run_1/ff_map.png
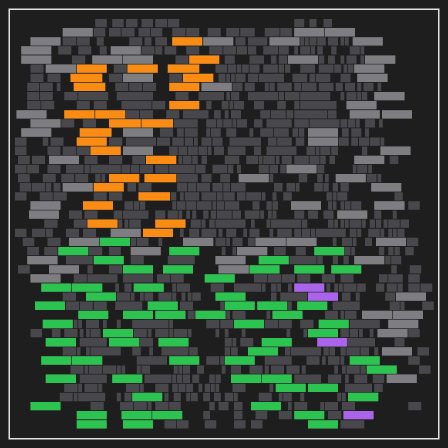
run_1/port_trees.png
The bar under the picture is 50 um long.
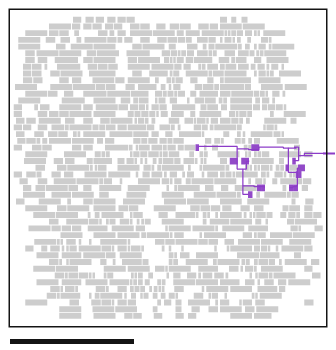
run_1/m1.png
Supply wires on this layer in grey.
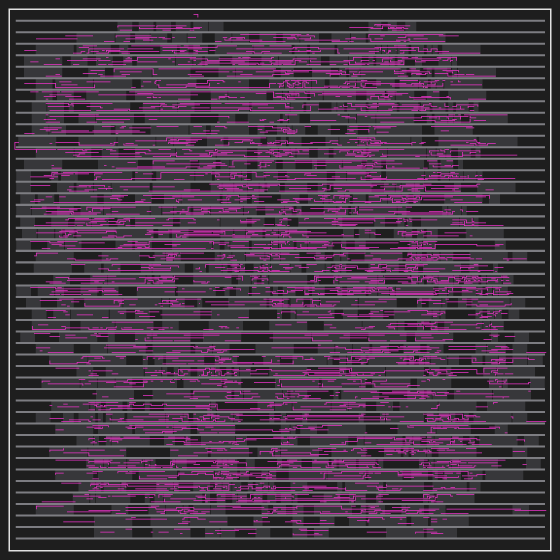
==> config.mk <==
export PLATFORM = sky130hd
export DESIGN_NAME = beat_step_scheduler
export DESIGN_NICKNAME = d
export VERILOG_FILES = /design/src/rtl/beat_pkg.sv /design/src/rtl/tempo_tick.sv /design/src/rtl/beat_step_scheduler.sv
export SDC_FILE = /design/constraint.sdc
export NUM_CORES = 1
export LEC_CHECK = 0
export CORE_UTILIZATION = 54
export CTS_CLUSTER_SIZE = 30
export DETAILED_ROUTE_END_ITERATION = 6
export PLACE_DENSITY_LB_ADDON = 0.15
export SYNTH_ARGS = -nofsm -noshare
export SYNTH_HDL_FRONTEND = slang
export SYNTH_SLANG_ARGS = --single-unit
==> constraint.sdc <==
create_clock -name clk -period 4 [get_ports clk]
set_input_delay 1.2 -clock clk [delete_from_list [all_inputs] [get_ports clk]]
set_output_delay 1.2 -clock clk [all_outputs]
set_load 0.02 [all_outputs]
==> src/rtl/beat_pkg.sv <==
// Shared types and defaults for the beat step scheduler.
package beat_pkg;

  localparam int NUM_TRACKS = 4;
  localparam int NUM_STEPS  = 16;
  localparam int STEP_W     = $clog2(NUM_STEPS);
  localparam int TICK_W     = 26;
  localparam int MIN_PERIOD = 2;

  typedef enum logic [1:0] {
    IDLE  = 2'd0,
    PLAY  = 2'd1,
    PAUSE = 2'd2
  } state_e;

endpackage

==> src/rtl/tempo_tick.sv <==
// Tempo tick generator.
// Holds the step-length counter and the active period. A period loaded while
// running is parked until the current step ends, so a step never changes
// length once it has started.
module tempo_tick #(
  parameter int TICK_W         = beat_pkg::TICK_W,
  parameter int DEFAULT_PERIOD = 5000000
) (
  input  logic              clk,
  input  logic              poweron,
  input  logic              run,
  input  logic              clear,
  input  logic [TICK_W-1:0] tempo_period,
  input  logic              tempo_load,
  output logic              wrap
);
  import beat_pkg::*;

  logic [TICK_W-1:0] cnt_q, cnt_d;
  logic [TICK_W-1:0] period_q, period_d;
  logic [TICK_W-1:0] pend_val_q, pend_val_d;
  logic              pend_q, pend_d;
  logic [TICK_W-1:0] load_val;

  // Periods shorter than the minimum are raised to it.
  assign load_val = (tempo_period < TICK_W'(MIN_PERIOD)) ? TICK_W'(MIN_PERIOD) : tempo_period;

  // ">=" keeps the counter from running away if the period shrank while frozen.
  assign wrap = run && (cnt_q >= (period_q - 1'b1));

  // Step-length counter: restart on clear, count while running, wrap at period-1.
  always_comb begin
    cnt_d = cnt_q;
    if (clear) begin
      cnt_d = '0;
    end else if (run) begin
      cnt_d = wrap ? '0 : cnt_q + 1'b1;
    end
  end

  // Period update: direct when not mid-step, otherwise parked until the next wrap.
  always_comb begin
    period_d   = period_q;
    pend_d     = pend_q;
    pend_val_d = pend_val_q;
    if (tempo_load) begin
      if (run && !wrap) begin
        pend_d     = 1'b1;
        pend_val_d = load_val;
      end else begin
        period_d = load_val;
        pend_d   = 1'b0;
      end
    end else if ((wrap || clear) && pend_q) begin
      period_d = pend_val_q;
      pend_d   = 1'b0;
    end
  end

  // Tempo state registers.
  always_ff @(posedge clk or negedge poweron) begin
    if (!poweron) begin
      cnt_q      <= '0;
      period_q   <= TICK_W'(DEFAULT_PERIOD);
      pend_q     <= 1'b0;
      pend_val_q <= '0;
    end else begin
      cnt_q      <= cnt_d;
      period_q   <= period_d;
      pend_q     <= pend_d;
      pend_val_q <= pend_val_d;
    end
  end

endmodule

==> src/rtl/beat_step_scheduler.sv <==
// Beat step scheduler: transport FSM, step position, pattern store and
// registered trigger outputs for the sound/LED datapath.
module beat_step_scheduler #(
  parameter int NUM_TRACKS     = beat_pkg::NUM_TRACKS,
  parameter int NUM_STEPS      = beat_pkg::NUM_STEPS,
  parameter int TICK_W         = beat_pkg::TICK_W,
  parameter int DEFAULT_PERIOD = 5000000
) (
  input  logic                          clk,
  input  logic                          poweron,
  input  logic                          play,
  input  logic                          stop,
  input  logic [TICK_W-1:0]             tempo_period,
  input  logic                          tempo_load,
  input  logic                          pat_we,
  input  logic [$clog2(NUM_TRACKS)-1:0] pat_track,
  input  logic [$clog2(NUM_STEPS)-1:0]  pat_step,
  input  logic                          pat_bit,
  output logic [$clog2(NUM_STEPS)-1:0]  step,
  output logic [NUM_TRACKS-1:0]         trig,
  output logic                          playing,
  output logic                          beat_tick
);
  import beat_pkg::*;

  localparam int STEP_BITS = $clog2(NUM_STEPS);

  state_e                               state_q, state_d;
  logic [STEP_BITS-1:0]                 step_q, step_d;
  logic [NUM_TRACKS-1:0]                trig_q, trig_d;
  logic                                 beat_q, beat_d;
  logic [NUM_TRACKS-1:0][NUM_STEPS-1:0] pat_q, pat_d;
  logic [STEP_BITS-1:0]                 step_next;
  logic [NUM_TRACKS-1:0]                col_first, col_next;
  logic                                 run, clear, wrap;

  // NUM_STEPS is a power of two, so the natural overflow gives 15 -> 0.
  assign step_next = step_q + 1'b1;

  // The tick only advances in PLAY on cycles that are not a transport command.
  assign run   = (state_q == PLAY) && !play && !stop;
  assign clear = stop || ((state_q == IDLE) && play);

  tempo_tick #(
    .TICK_W         (TICK_W),
    .DEFAULT_PERIOD (DEFAULT_PERIOD)
  ) u_tempo_tick (
    .clk          (clk),
    .poweron      (poweron),
    .run          (run),
    .clear        (clear),
    .tempo_period (tempo_period),
    .tempo_load   (tempo_load),
    .wrap         (wrap)
  );

  // Pattern columns read from the pre-write store, so a same-edge write is not seen.
  always_comb begin
    col_first = '0;
    col_next  = '0;
    for (int t = 0; t < NUM_TRACKS; t++) begin
      col_first[t] = pat_q[t][0];
      col_next[t]  = pat_q[t][step_next];
    end
  end

  // Transport FSM and step/trigger next-state; stop always beats play.
  always_comb begin
    state_d = state_q;
    step_d  = step_q;
    trig_d  = '0;
    beat_d  = 1'b0;
    case (state_q)
      IDLE: begin
        if (!stop && play) begin
          state_d = PLAY;
          step_d  = '0;
          trig_d  = col_first;
        end
      end
      PLAY: begin
        if (stop) begin
          state_d = IDLE;
          step_d  = '0;
        end else if (play) begin
          state_d = PAUSE;
        end else if (wrap) begin
          step_d = step_next;
          beat_d = 1'b1;
          trig_d = col_next;
        end
      end
      PAUSE: begin
        if (stop) begin
          state_d = IDLE;
          step_d  = '0;
        end else if (play) begin
          state_d = PLAY;
        end
      end
      default: begin
        state_d = IDLE;
        step_d  = '0;
      end
    endcase
  end

  // Pattern store write port, usable in any transport state.
  always_comb begin
    pat_d = pat_q;
    if (pat_we) begin
      pat_d[pat_track][pat_step] = pat_bit;
    end
  end

  // Scheduler registers.
  always_ff @(posedge clk or negedge poweron) begin
    if (!poweron) begin
      state_q <= IDLE;
      step_q  <= '0;
      trig_q  <= '0;
      beat_q  <= 1'b0;
      pat_q   <= '0;
    end else begin
      state_q <= state_d;
      step_q  <= step_d;
      trig_q  <= trig_d;
      beat_q  <= beat_d;
      pat_q   <= pat_d;
    end
  end

  assign step      = step_q;
  assign trig      = trig_q;
  assign beat_tick = beat_q;
  assign playing   = (state_q == PLAY);

endmodule

==> ci_impl_report.md, run 1 <==
## PnR job results

| Metric | Value |
|---|---|
| Status | `finished clean` |
| Comb/total area | `0.454` |
| Inserted Diodes | `0` |
| Row count | `between 40 and 50` |
| Dpl ws | `-0.0718 ns` |
| Hold crit path type | `flop to flop` |
| OpenROAD warning count | `27` |
| Max_cap viols | `0` |
| Ys async rst share | `1.00` |
| Sink Count | `between 150 and 200` |
| Root Driver | `clkbuf_16` |
| Slew Limit Fails | `0` |
| Top power group | `sequential cells` |
| First-pass GRT wire length | `32.0 mm` |
| CTS resizes | `3` |
| Yosys cell count | `between 700 and 800` |
| N_taps | `211` |
| Die height | `128 um` |
| Most common cell on crit path | `nor4_2` |
| Initial antenna violation count | `0` |
| Clkbuf count | `17` |
| Buffer share of cell area | `0.0774` |
| Layout Skew | `0.00486 ns` |
| Comb power frac | `0.180` |
| FF+latch area | `a little under 4000 sq um` |
| CP Capture Type | `flop` |
| Signal inverters | `11` |
| Max Root-Sink Buffers | `2` |
| Vias in the first global route | `6216` |
| Final period utilization | `0.966` |
| Syn Area/Cell | `11.2 sq um` |
| Register-to-register setup slack | `around 0.14 ns` |
| Crit-path max cell delay | `0.43 ns` |
| Vias per inst | `~5.8` |
| Crit path launch | `u_tempo_tick.period_q[12]` |
| Fin. Hold Viols | `0` |
| Switching power | `1.21 mW` |
| Most instantiated logic cells after routing | `146 x dfrtp_1, 118 x mux2_2, 79 x nand2_1` |
| VDD IR max | `0.334 mV` |
| CTS buffer count | `17` |
| Critical path endpoint | `u_tempo_tick.period_q[10]` |
| Combinational power | `798 uW` |
| Crit. path cell count | `13` |
| Sequential share of cell area | `0.380` |
| Antenna-violating nets left | `0` |
| Min-Delay Startpoint | `u_tempo_tick.pend_val_q[6]` |
| Die x size | `128 um` |
| Biggest Area Class | `combinational gates` |
| Cell Area, Synth | `8530 sq um` |
Notes on ff_map.png above:
Key: u_tempo_tick.period_q = orange [sequential cells 26]; pat_q = green [sequential cells 60]; col_first = purple [sequential cells 4, where bottom right]
Another 64 sequential cells are not coloured.

Notes on port_trees.png above:
Key: stop = purple [bits 1, direction input, edge right, end cells 13, buffers 2, wire 130 um]
IO buf count: 48
num ports: 49

Notes on m1.png above:
The wires run mostly horizontal. The longest straight run is 82.8 um. 836 nets have wire on it. The layer holds 49% of the routed length.
routed vias: 6105
WL final: 19.4 mm
Global Route met1 Usage: 0.368

run 1: logic make-up after synthesis:
logic type | after synthesis | share of synthesized area
flip-flops | 154 | 0.453
AND/OR/NAND/NOR | 262 | 0.147
adder cells (fa/ha/maj) | 29 | 0.0425
buffers and inverters | 43 | 0.0217
XOR/XNOR | 48 | 0.0493
multiplexers | 158 | 0.229
AND-OR/OR-AND | 68 | 0.0574
run 1: sequential cells by signal, summed over array words and instances, names as in the netlist, 2 cells and up:
signal                   flops
state_q                      2
u_tempo_tick.pend_val_q     26
u_tempo_tick.cnt_q          26
u_tempo_tick.period_q       26
step                         4
pat_q                       60
col_first                    4
trig                         4
run 1: synthesized netlist by cell type, types with 11 or more instances:
cell type / instances / share of area
mux2_2: 118 / 0.16
mux2_1: 18 / 0.024
a21oi_1: 19 / 0.011
xnor2_1: 19 / 0.020
inv_1: 11 / 0.0048
nor2_1: 73 / 0.032
nor4_1: 12 / 0.0088
nand3_1: 20 / 0.012
nor3_1: 19 / 0.011
clkbuf_1: 22 / 0.0097
nand2_1: 80 / 0.035
dfrtp_1: 146 / 0.43
ha_1: 29 / 0.043
xor2_1: 29 / 0.030
mux4_2: 16 / 0.042
o21ai_0: 11 / 0.0065
run 1: layer usage:
layer  global-route usage  part of all wire  wire [um]  vias up
met5                    0                 0          0        -
met4               0.0803             0.017        331        0
met3               0.0455             0.038        736       26
met2                0.393              0.46       8900      136
met1                0.368              0.49       9480     3058
li1                     -                 -          -     2885
run 1: metrics by stage:
stage	hold slack (ns)	area [sq um]	std cells	power, mW	setup TNS, ns
floorplan	0.474	8550	762	2.44	0
global placement	0.482	9410	1020	2.67	0
detailed placement	0.492	9410	1020	2.73	-0.951
CTS	0.505	10000	1052	4.40	0
global route	0.516	10200	1057	4.62	-0.427
finish	0.501	10200	1057	4.43	0
==> run 2, diff against run 1 <==
--- a/config.mk
+++ b/config.mk
@@ -9,6 +9,7 @@
 export CTS_CLUSTER_SIZE = 30
 export DETAILED_ROUTE_END_ITERATION = 6
 export PLACE_DENSITY_LB_ADDON = 0.15
+export REMOVE_ABC_BUFFERS = 1
 export SYNTH_ARGS = -nofsm -noshare
 export SYNTH_HDL_FRONTEND = slang
 export SYNTH_SLANG_ARGS = --single-unit
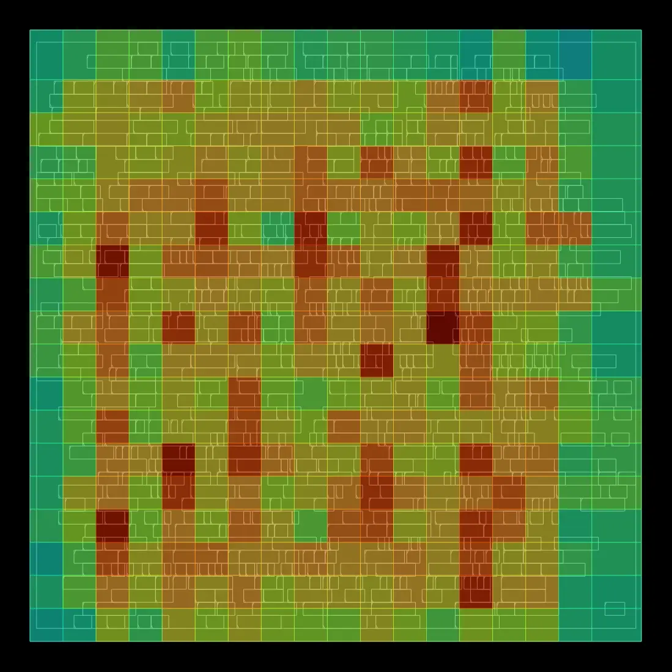
run_2/congestion_map.png
final core utilization: 0.661
Global Route met1 Usage: 0.356
GRT Overall Usage: 0.249
met3 Usage GRT: 0.0451
WL/cell: 17.9 um

==> ci_impl_report.md, run 2 <==
## PnR job results

| Metric | Value |
|---|---|
| CTS buffer count | `17` |
| Inserted Diodes | `0` |
| Placed standard-cell area | `9380 sq um` |
| Post-Layout Cell Count | `roughly 1.1k` |
| Tot Pwr | `4.31 mW` |
| Die x size | `128 um` |
| Fin. Hold Viols | `0` |
| Row count | `45` |
| Highest metal used | `met4` |
| Antenna-violating nets left | `0` |
| Max_cap viols | `0` |
| Grt met2 use | `0.390` |
| Vias in the first global route | `6297` |
| IO buf count | `48` |
| Final period utilization | `0.959` |
| Wire length on met3 | `757 um` |
| Most common cell in the netlist | `dfrtp_1` |
| Ys async rst share | `1.00` |
| Slew Limit Fails | `0` |
| Max Root-Sink Buffers | `2` |
| Post-Route M1 WL | `9.18 mm` |
| GRT Max-Usage Layer | `met2` |
| Top power group | `sequential cells` |
| Placed cell count | `approximately 1.0k` |
| Status | `finished clean` |
| Max reg flops | `approximately 60` |
| Cell Area, Synth | `8530 sq um` |
| CTS resizes | `5` |
| First-pass GRT wire length | `approximately 31 mm` |
| Routed vias | `6116` |
| Layout Skew | `between 0.008 and 0.009 ns` |
==> run 2: cell counts after synthesis <==
Identical to the previous run, type by type.
==> run 2: cell families (layout without fill, tap and decap cells) <==
logic type,Yosys count,in the layout,share of synthesized area
xor+xnor,48,48,0.0493
compound gates,68,68,0.0574
mux,158,158,0.229
fa+ha+maj,29,29,0.0425
simple gates,262,262,0.147
buf+inv,43,125,0.0217
flops,154,154,0.453
==> run 2: area by class of cell <==
| cell class | instances | area (sq um) |
|---|---|---|
| clock buffer | 21 | 450 |
| clock inverter | 11 | 120 |
| fill | 1197 | 5200 |
| inverter | 11 | 41.3 |
| multi-input combinational | 565 | 4600 |
| sequential | 154 | 3860 |
| tap | 211 | 264 |
| timing repair buffer | 82 | 774 |
==> run 2: worst max-delay path, stage by stage (launching register included) <==
cell and delay, ns:
dfrtp_1 0.39, nor4_2 0.28, buf_4 0.19, nand3_4 0.08, nor4_2 0.14, buf_4 0.16, nand2_2 0.07, xor2_1 0.16
ha_1 0.33, nand4_1 0.24, a2111oi_4 0.40, nor4_4 0.07, o311a_1 0.36, o221ai_4 0.31, clkbuf_16 0.23, mux2_1 0.31
==> run 2: worst paths after layout <==
kind,start,to
max,u_tempo_tick.period_q[2],u_tempo_tick.period_q[23]
min,pat_q[22],pat_q[22]
max reg2reg,u_tempo_tick.period_q[2],u_tempo_tick.period_q[23]
min reg2reg,pat_q[22],pat_q[22]
max in group asynchronous,poweron,u_tempo_tick.period_q[18]
min in group asynchronous,poweron,pat_q[33]
==> run 2: stage by stage <==
step | hold slack [ns] | setup TNS, ns
finish | 0.505 | 0
detailed placement | 0.489 | -1.55
global route | 0.516 | -0.149
CTS | 0.505 | 0
global placement | 0.482 | -0.678
floorplan | 0.474 | -30.26
No activity file was given, so power comes from the tool's default toggle rates.
